### Signal metal coverage by tile, run 1

Drawn at 3 px/um. 18 x 11 tiles, from dark purple (low) to yellow (high), scaled to the fullest tile. Values are wire area over tile area, all layers added.
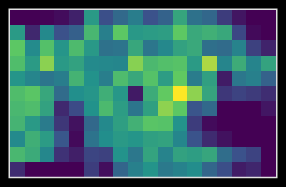
### Cell outlines without signal wires, run 1

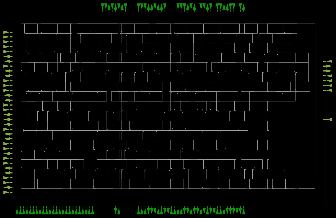
### Signal wires by layer, run 1

Drawn at 4 px/um. Only two layers are drawn.
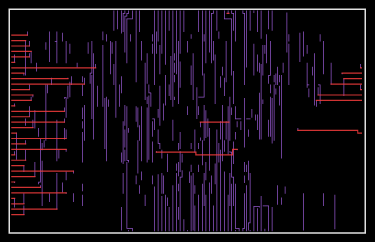
<file path="src/rtl/otter_arb_pkg.sv">
// rtl/otter_arb_pkg.sv - shared types and constants for the memory port-2 arbiter
package otter_arb_pkg;

    typedef enum logic [1:0] {OWN_NONE, OWN_CPU, OWN_VGA} owner_t;
    typedef enum logic [1:0] {IDLE, CPU_RET, VGA_RET} ret_state_t;

    localparam logic [1:0]  MEM_SIZE_BYTE    = 2'b00;
    localparam logic [31:0] VGA_BASE_DEFAULT = 32'h0001_0000;

endpackage

</file>
<file path="src/rtl/arb_starve_cnt.sv">
// rtl/arb_starve_cnt.sv - saturating count of denied VGA request cycles
module arb_starve_cnt #(
    parameter int STARVE_MAX = 4,
    parameter int CNT_W      = 4
) (
    input  logic clk,
    input  logic rst_n,
    input  logic i_inc,
    input  logic i_clr,
    output logic o_at_max
);

    localparam logic [CNT_W-1:0] MAX_VAL = CNT_W'(STARVE_MAX);

    logic [CNT_W-1:0] r_cnt;

    always_ff @(posedge clk or negedge rst_n) begin
        if (!rst_n) begin
            r_cnt <= '0;
        end else if (i_clr) begin
            r_cnt <= '0;
        end else if (i_inc && (r_cnt != MAX_VAL)) begin
            r_cnt <= r_cnt + 1'b1;
        end
    end

    assign o_at_max = (r_cnt == MAX_VAL);

endmodule

</file>
<file path="src/rtl/mem2_vga_arbiter.sv">
// rtl/mem2_vga_arbiter.sv - CPU/VGA arbiter for memory port 2; ARB_STATS_EN adds stall/grant counters
module mem2_vga_arbiter
    import otter_arb_pkg::*;
#(
    parameter logic [31:0] VGA_BASE   = VGA_BASE_DEFAULT,
    parameter int          STARVE_MAX = 4,
    parameter int          CNT_W      = 4
) (
    input  logic        clk,
    input  logic        RST_N,
    input  logic        cpu_rden,
    input  logic        cpu_we,
    input  logic [31:0] cpu_addr,
    input  logic [1:0]  cpu_size,
    input  logic        cpu_sign,
    output logic        cpu_halt,
    input  logic        vga_req,
    input  logic [15:0] vga_addr,
    output logic        vga_gnt,
    output logic        vga_valid,
    output logic [7:0]  vga_data,
    output logic        mem_rden2,
    output logic        mem_we2,
    output logic [31:0] mem_addr2,
    output logic [1:0]  mem_size,
    output logic        mem_sign,
`ifdef ARB_STATS_EN
    output logic [15:0] stall_cycles,
    output logic [15:0] vga_grants,
`endif
    input  logic [31:0] mem_dout2
);

    owner_t     w_owner;
    ret_state_t r_state, w_state_nxt;
    logic       w_cpu_req, w_at_max, w_forced, w_inc;

    assign w_cpu_req = cpu_rden | cpu_we;
    assign w_forced  = w_at_max & vga_req;

    // Owner is gated by reset so every memory-facing output reads 0 while held.
    always_comb begin
        w_owner = OWN_NONE;
        if (RST_N) begin
            if (w_cpu_req && !w_forced) w_owner = OWN_CPU;
            else if (vga_req)           w_owner = OWN_VGA;
        end
    end

    always_comb begin
        mem_rden2   = 1'b0;
        mem_we2     = 1'b0;
        mem_addr2   = '0;
        mem_size    = '0;
        mem_sign    = 1'b0;
        w_state_nxt = IDLE;
        case (w_owner)
            OWN_CPU: begin
                mem_rden2   = cpu_rden;
                mem_we2     = cpu_we;
                mem_addr2   = cpu_addr;
                mem_size    = cpu_size;
                mem_sign    = cpu_sign;
                w_state_nxt = cpu_rden ? CPU_RET : IDLE;
            end
            OWN_VGA: begin
                mem_rden2   = 1'b1;
                mem_addr2   = VGA_BASE + {16'b0, vga_addr};
                mem_size    = MEM_SIZE_BYTE;
                mem_sign    = 1'b1;
                w_state_nxt = VGA_RET;
            end
            default: w_state_nxt = IDLE;
        endcase
    end

    always_ff @(posedge clk or negedge RST_N) begin
        if (!RST_N) r_state <= IDLE;
        else        r_state <= w_state_nxt;
    end

    assign cpu_halt  = (w_owner == OWN_VGA) & w_cpu_req;
    assign vga_gnt   = (w_owner == OWN_VGA);
    // Memory reads are synchronous, so the byte is on mem_dout2 during the return cycle.
    assign vga_valid = (r_state == VGA_RET);
    assign vga_data  = vga_valid ? mem_dout2[7:0] : 8'h00;

    // Any cycle that is not a CPU win over a pending VGA request resets starvation.
    assign w_inc = (w_owner == OWN_CPU) & vga_req;

    arb_starve_cnt #(
        .STARVE_MAX (STARVE_MAX),
        .CNT_W      (CNT_W)
    ) u_starve_cnt (
        .clk      (clk),
        .rst_n    (RST_N),
        .i_inc    (w_inc),
        .i_clr    (!w_inc),
        .o_at_max (w_at_max)
    );

`ifdef ARB_STATS_EN
    logic [15:0] r_stall_cycles, r_vga_grants;

    always_ff @(posedge clk or negedge RST_N) begin
        if (!RST_N) begin
            r_stall_cycles <= '0;
            r_vga_grants   <= '0;
        end else begin
            if (cpu_halt && (r_stall_cycles != 16'hFFFF)) r_stall_cycles <= r_stall_cycles + 1'b1;
            if (vga_gnt && (r_vga_grants != 16'hFFFF))    r_vga_grants   <= r_vga_grants + 1'b1;
        end
    end

    assign stall_cycles = r_stall_cycles;
    assign vga_grants   = r_vga_grants;
`endif

endmodule

</file>
<file path="config.mk">
export PLATFORM = sky130hd
export DESIGN_NAME = mem2_vga_arbiter
export DESIGN_NICKNAME = d
export VERILOG_FILES = /design/src/rtl/otter_arb_pkg.sv /design/src/rtl/arb_starve_cnt.sv /design/src/rtl/mem2_vga_arbiter.sv
export SDC_FILE = /design/constraint.sdc
export NUM_CORES = 1
export LEC_CHECK = 0
export CAP_MARGIN = 40
export CORE_ASPECT_RATIO = 0.6
export CORE_MARGIN = 3
export CORE_UTILIZATION = 20
export DETAILED_ROUTE_END_ITERATION = 8
export GPL_TIMING_DRIVEN = 0
export PLACE_DENSITY = 0.79
export SKIP_CTS_REPAIR_TIMING = 1
export SLEW_MARGIN = 20
export SYNTH_ARGS = -nofsm -noshare
export SYNTH_HDL_FRONTEND = slang
export SYNTH_SLANG_ARGS = --single-unit
</file>
<file path="constraint.sdc">
create_clock -name clk -period 2.05 [get_ports clk]
set_input_delay 0.205 -clock clk [delete_from_list [all_inputs] [get_ports clk]]
set_output_delay 0.205 -clock clk [all_outputs]
set_load 0.05 [all_outputs]
</file>
==> out/metrics.cfg, run 1 <==
[final_timing]
worstMarginPinSlew_ps = 538.4
final-setup-viol-count = 39
setup_ws_ps = -469.3

[global_routing]
grt_pass1_wl_mm = 5.437
overflow = 0
first_global_vias = 1138

[synth]
edf_count = 0
synthTopCellsByArea = and2_1, dfrtp_1, a22oi_1
yosys_cells = 111
yosys.area_share.aoi_pct = 22.14

[setup_path]
cpMostUsedCell = buf_6
arrival_ps = 2310
crit-reg2reg-launch = u_starve_cnt.r_cnt[0]
cp_slowest_cell = dfrtp_1
cp-start-kind = register
cp.depth = 11
rrSetupSlack_ps = 20
slowest_delay_ps = 410
cp_num_buf_inv = 5
crit_path_start = u_starve_cnt.r_cnt[0]

[outcome]
status = complete, but fails checks
violations = negative setup slack

[run]
cap_viol_max_count = 0

[die]
fp_util_pct = 21.52
dieArea_mm2 = 0.004927

[cells_and_area]
final_util_pct = 71.97
comb_cells = 91
biggestCellCategory = buffers
flop_area_um2 = 150.1

[routing]
wl_mm = 4.080

[power]
seqPwrFrac_pct = 13.6
p_leak_nw = 1.292
intPower_mw = 0.5645

Notes on 'Signal metal coverage by tile' above:
fullest tile: 0.33
mean over tiles: 0.13
densest ninth of the die: centre
nearly empty tiles: 11%
tiles over half the peak: 42%
emptiest ninth of the die: south-east

Notes on 'Cell outlines without signal wires' above:
Layout Cells excl Fill: 285
tap cells: 47
Flop Count: 6
Layout fillers: 271

Notes on 'Signal wires by layer' above:
| layer | colour | wire length |
|---|---|---|
| met2 | purple | 1920 um |
| met3 | red | 314 um |
via count: 1287
WL per Instance: 14.32 um

==> run 2: changes to the inputs <==
CELL_PAD_IN_SITES_DETAIL_PLACEMENT = 1   (was default)
CELL_PAD_IN_SITES_GLOBAL_PLACEMENT = 1   (was default)
CORE_UTILIZATION = 11   (was 20)
PLACE_DENSITY = default   (was 0.79)
PLACE_DENSITY_LB_ADDON = 0.1   (was default)
### Signal wires by layer, run 2

Drawn at 4 px/um. Only two layers are drawn.
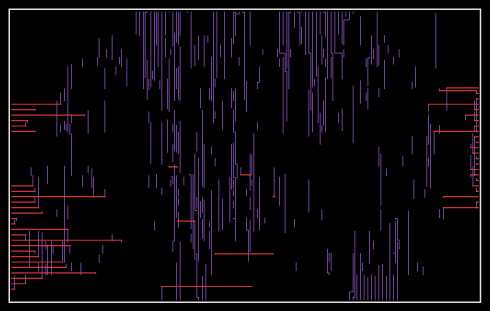
| layer | colour | wire length |
|---|---|---|
| met2 | purple | 2130 um |
| met3 | red | 359 um |
GRT Overall Usage: 9.738%
WL per Instance: 14.08 um

==> out/metrics.cfg, run 2 <==
[cells_and_area]
biggestCellCategory = buffers
comb_cells = 91  ; unchanged
flops = 6  ; unchanged
final_util_pct = 41.51  ; -30 points
flop_area_um2 = 150.1  ; unchanged

[final_timing]
setup_ws_ps = -469.8  ; -0.4600 ps
final-setup-viol-count = 39  ; unchanged

[synth]
synthTopCellsByArea = and2_1, dfrtp_1, a22oi_1
yosys_cells = 111  ; unchanged
yosys.area_share.aoi_pct = 22.14  ; unchanged
edf_count = 0  ; unchanged

[outcome]
status = complete, but fails checks
violations = negative setup slack

[power]
p_leak_nw = 1.324  ; +2.5%

[setup_path]
crit-reg2reg-launch = u_starve_cnt.r_cnt[0]
slowest_delay_ps = 410  ; about the same
rrSetupSlack_ps = 70  ; +50 ps
crit_path_start = u_starve_cnt.r_cnt[0]

[routing]
wl_mm = 4.786  ; +17%

[die]
fp_util_pct = 11.82  ; -9.7 points
dieArea_mm2 = 0.008556  ; +74%

[global_routing]
first_global_vias = 1264  ; +11%

